### src/rtl/dsp_st_fifo.sv
// rtl/dsp_st_fifo.sv - elastic Avalon-ST FIFO carrying sop/eop framing, fill and packet counts
module dsp_st_fifo #(
  parameter int DEPTH = 16,
  parameter int ALMOST_FULL_THRESH = DEPTH - 2,
  localparam int LW = $clog2(DEPTH) + 1
) (
  input  logic          clk,
  input  logic          rst_n,
  input  logic          clear,
  output logic          sink_ready,
  input  logic [31:0]   sink_data,
  input  logic          sink_valid,
  input  logic          sink_sop,
  input  logic          sink_eop,
  output logic [31:0]   source_data,
  output logic          source_valid,
  output logic          source_sop,
  output logic          source_eop,
  input  logic          source_ready,
  output logic [LW-1:0] fill_level,
  output logic [LW-1:0] pkt_count,
  output logic          almost_full,
  output logic          framing_error
);

  localparam int AW = $clog2(DEPTH);
  localparam logic [LW-1:0] FULL_COUNT = LW'(DEPTH);
  localparam logic [LW-1:0] AF_LEVEL   = LW'(ALMOST_FULL_THRESH);
  localparam logic [LW-1:0] CNT_ONE    = LW'(1);
  localparam logic [AW-1:0] PTR_ONE    = AW'(1);

  // Each entry is {eop, sop, data}
  logic [33:0]   mem [DEPTH];
  logic [33:0]   head;
  logic [AW-1:0] wr_ptr;
  logic [AW-1:0] rd_ptr;
  logic [LW-1:0] count;
  logic [LW-1:0] pkts;
  logic          in_pkt;
  logic          ferr;
  logic          push;
  logic          pop;
  logic          push_eop;
  logic          pop_eop;
  logic          bad_sop;
  logic          bad_cont;

  // Handshakes depend only on registered state and clear, so no full-to-empty
  // pass-through path exists and sink_ready never waits on source_ready.
  assign sink_ready   = (count != FULL_COUNT) & ~clear;
  assign source_valid = (count != '0);
  assign push         = sink_valid & sink_ready;
  assign pop          = source_valid & source_ready & ~clear;

  // First-word-fall-through: the head entry is always presented
  assign head         = mem[rd_ptr];
  assign source_data  = head[31:0];
  assign source_sop   = head[32];
  assign source_eop   = head[33];

  assign push_eop     = push & sink_eop;
  assign pop_eop      = pop & head[33];

  // A sop arriving inside a packet, or a continuation word arriving outside one
  assign bad_sop      = push & sink_sop & in_pkt;
  assign bad_cont     = push & ~sink_sop & ~in_pkt;

  assign fill_level    = count;
  assign pkt_count     = pkts;
  assign almost_full   = (count >= AF_LEVEL);
  assign framing_error = ferr;

  // Storage array: written only on an accepted push, contents survive reset
  always_ff @(posedge clk) begin
    if (push) begin
      mem[wr_ptr] <= {sink_eop, sink_sop, sink_data};
    end
  end

  // Pointers and occupancy; a write slot never aliases the head while it is valid
  always_ff @(posedge clk or negedge rst_n) begin
    if (!rst_n) begin
      wr_ptr <= '0;
      rd_ptr <= '0;
      count  <= '0;
    end else if (clear) begin
      wr_ptr <= '0;
      rd_ptr <= '0;
      count  <= '0;
    end else begin
      if (push) begin
        wr_ptr <= wr_ptr + PTR_ONE;
      end
      if (pop) begin
        rd_ptr <= rd_ptr + PTR_ONE;
      end
      if (push && !pop) begin
        count <= count + CNT_ONE;
      end else if (pop && !push) begin
        count <= count - CNT_ONE;
      end
    end
  end

  // Complete-packet count: one per stored eop word
  always_ff @(posedge clk or negedge rst_n) begin
    if (!rst_n) begin
      pkts <= '0;
    end else if (clear) begin
      pkts <= '0;
    end else if (push_eop && !pop_eop) begin
      pkts <= pkts + CNT_ONE;
    end else if (pop_eop && !push_eop) begin
      pkts <= pkts - CNT_ONE;
    end
  end

  // Framing tracker on the write side; the offending word is still stored
  always_ff @(posedge clk or negedge rst_n) begin
    if (!rst_n) begin
      in_pkt <= 1'b0;
      ferr   <= 1'b0;
    end else if (clear) begin
      in_pkt <= 1'b0;
      ferr   <= 1'b0;
    end else begin
      if (push) begin
        if (sink_eop) begin
          in_pkt <= 1'b0;
        end else if (sink_sop) begin
          in_pkt <= 1'b1;
        end
      end
      if (bad_sop || bad_cont) begin
        ferr <= 1'b1;
      end
    end
  end

endmodule

### config.mk
export PLATFORM = sky130hd
export DESIGN_NAME = dsp_st_fifo
export DESIGN_NICKNAME = d
export VERILOG_FILES = /design/src/rtl/dsp_st_fifo.sv
export SDC_FILE = /design/constraint.sdc
export NUM_CORES = 1
export LEC_CHECK = 0
export ABC_AREA = 1
export CAP_MARGIN = 5
export CORE_MARGIN = 2
export CORE_UTILIZATION = 55
export DETAILED_ROUTE_END_ITERATION = 6
export GPL_TIMING_DRIVEN = 1
export PLACE_DENSITY = 0.7
export SYNTH_ARGS = -nofsm -noshare
export SYNTH_HDL_FRONTEND = slang
export SYNTH_SLANG_ARGS = --single-unit
### constraint.sdc
create_clock -name clk -period 6.1 [get_ports clk]
set_input_delay 0.915 -clock clk [delete_from_list [all_inputs] [get_ports clk]]
set_output_delay 0.915 -clock clk [all_outputs]
set_load 0.005 [all_outputs]
Clock nets:
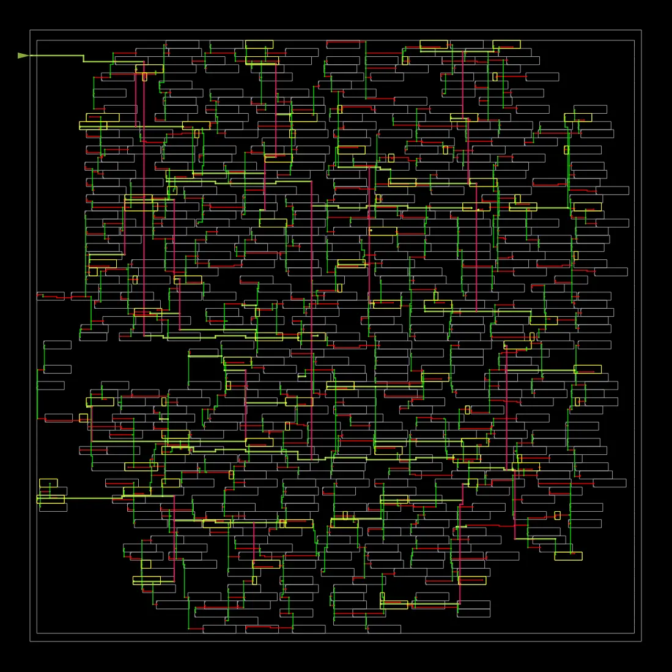
Skew-Pair Late Insertion Delay: 0.60 ns
flop count: 564
Clock Skew: 0.0231 ns

Port wiring:
(2 px per um)
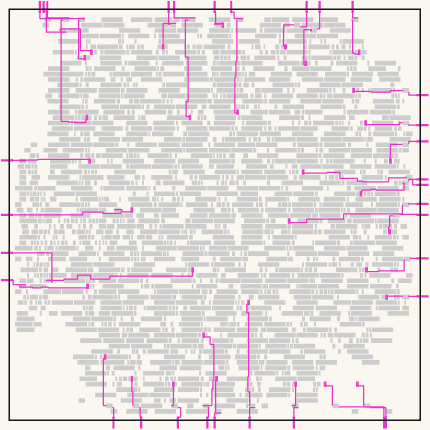
Magenta stands for source_data, direction output, edge 10 top, 9 right, 9 bottom, 4 left, end cells 32, wire 1310 um.
PortBufs: 86
I/O pin count: 87

Where the registers sit:
(2 px per um) Other sequential cells in the stronger gray, the rest of the logic in the fainter gray.
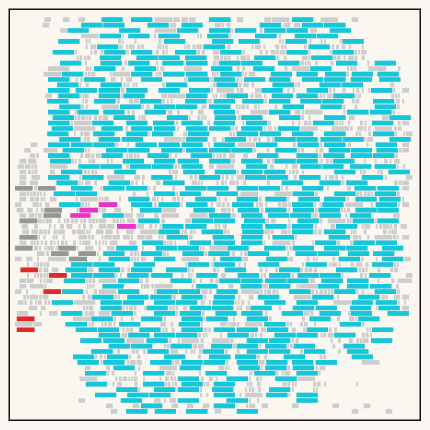
Cyan stands for mem, sequential cells 544, where widely spread. Red stands for pkt_count, sequential cells 5. Magenta stands for rd_ptr, sequential cells 4, where left middle.
Another 11 sequential cells are not colored.
seq pwr: 4.45 mW
register area: 16800 um2
sequential share of cell area: 66.7%

Selected gate families:
(2 px per um)
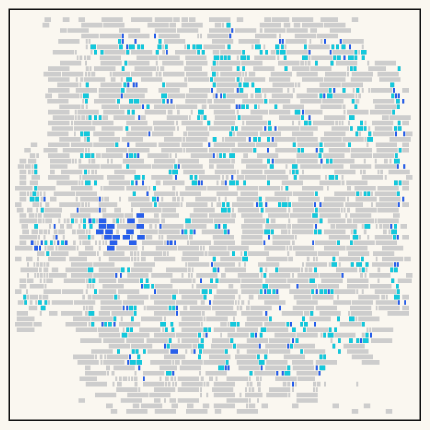
Cyan stands for inverting AOI/OAI gates, cells 378, most used o21ai_0, where widely spread. Blue stands for NOR gates, cells 166, most used nor2_1, where widely spread.
logic share of the area: 19.2%
Layout Cells excl Fill: 2280

==> results.yml <==
# physical design summary
finish:
  syn2layout_area_growth_pct: 13.9
  final_nets: 1770
  clk_share_pct: 6.57
  nNonClkBuffers: 116
  final_area_um2: 25300
  layout_top_cell: "edfxtp_1"
  layout-drive-gt1-share_pct: 7.69
sta:
  finalSetupTns_ns: 0
  clock.fmax_mhz: 207
  relSlewSlack_pct: 27.2
  rsz0062_at_grt: "no"
  timing.hold.ws_ns: 0.519
  finalClockPeriodUsage_pct: 79.3
  setup_viol: 0
  worst_slew_pin_slew_ns: 1.09
critical_path:
  slowest_delay_ns: 0.79
  critPathKind: "flip-flop to output pin"
  path_depth: 7
  crit_end: "source_data[13]"
  cp.buffers_inverters: 3
  rr_endpoint: "pkt_count[4]"
  regToRegStartpoint: "rd_ptr[0]"
  reg2reg_slack_ns: 2.23
  crit_family: "buffers and inverters"
  cpMaxStageDelayCell: "dfrtp_4"
worst_hold_path:
  min_from: "framing_error"
  min_path_type: "flip-flop to flip-flop"
  worstHoldPathCells: 2
status:
  run_status: "finished, final reports clean"
clocking:
  cts_tree: "built"
  ctsRootBufferMaster: "clkbuf_16"
  hold_buffers: 0
  cts-buffers-inserted: 54
  htreeDepth: 2
  cts.repair.resized: 0
yosys:
  ys_async_sr_fraction_pct: 3.55
  yosysMostFrequentCell: "edfxtp_1"
  ys_warn_count: 0
  top_cells_by_count: "544 x edfxtp_1, 271 x nand2_1, 163 x o21ai_0"
  ys_sh_aoi_pct: 9.96
  synth_area_um2: 22200
  simple_gate_share_pct: 10.3
  synthFlopType: "edfxtp_1"
  synth_stat.cells: 1648
power:
  power_leakage_nw: 8.42
  clkPwrFrac_pct: 34.5
  pwr_density_cell_nw_per_um2: 367
  p_int_mw: 6.74
  p_comb_share_pct: 17.5
  p_switching_mw: 2.53
  switching_share_pct: 27.3
  powerComb_mw: 1.63
global_route:
  globalRouteMet2Util_pct: 42.7
  grt_pass1_wl_um: 83100
  use_met3_pct: 5.47
routing:
  postRouteAntennaNets: 0
  wl_per_cell_um: 24.1
  finalWirelength_um: 55000
  vias: 14100
floorplan:
  rows: 73
  tap_cells: 525
  core-area_um2: 39700
  fp_util_pct: 55.8
  die_h_um: 205
Power and IR drop assume default switching activity.
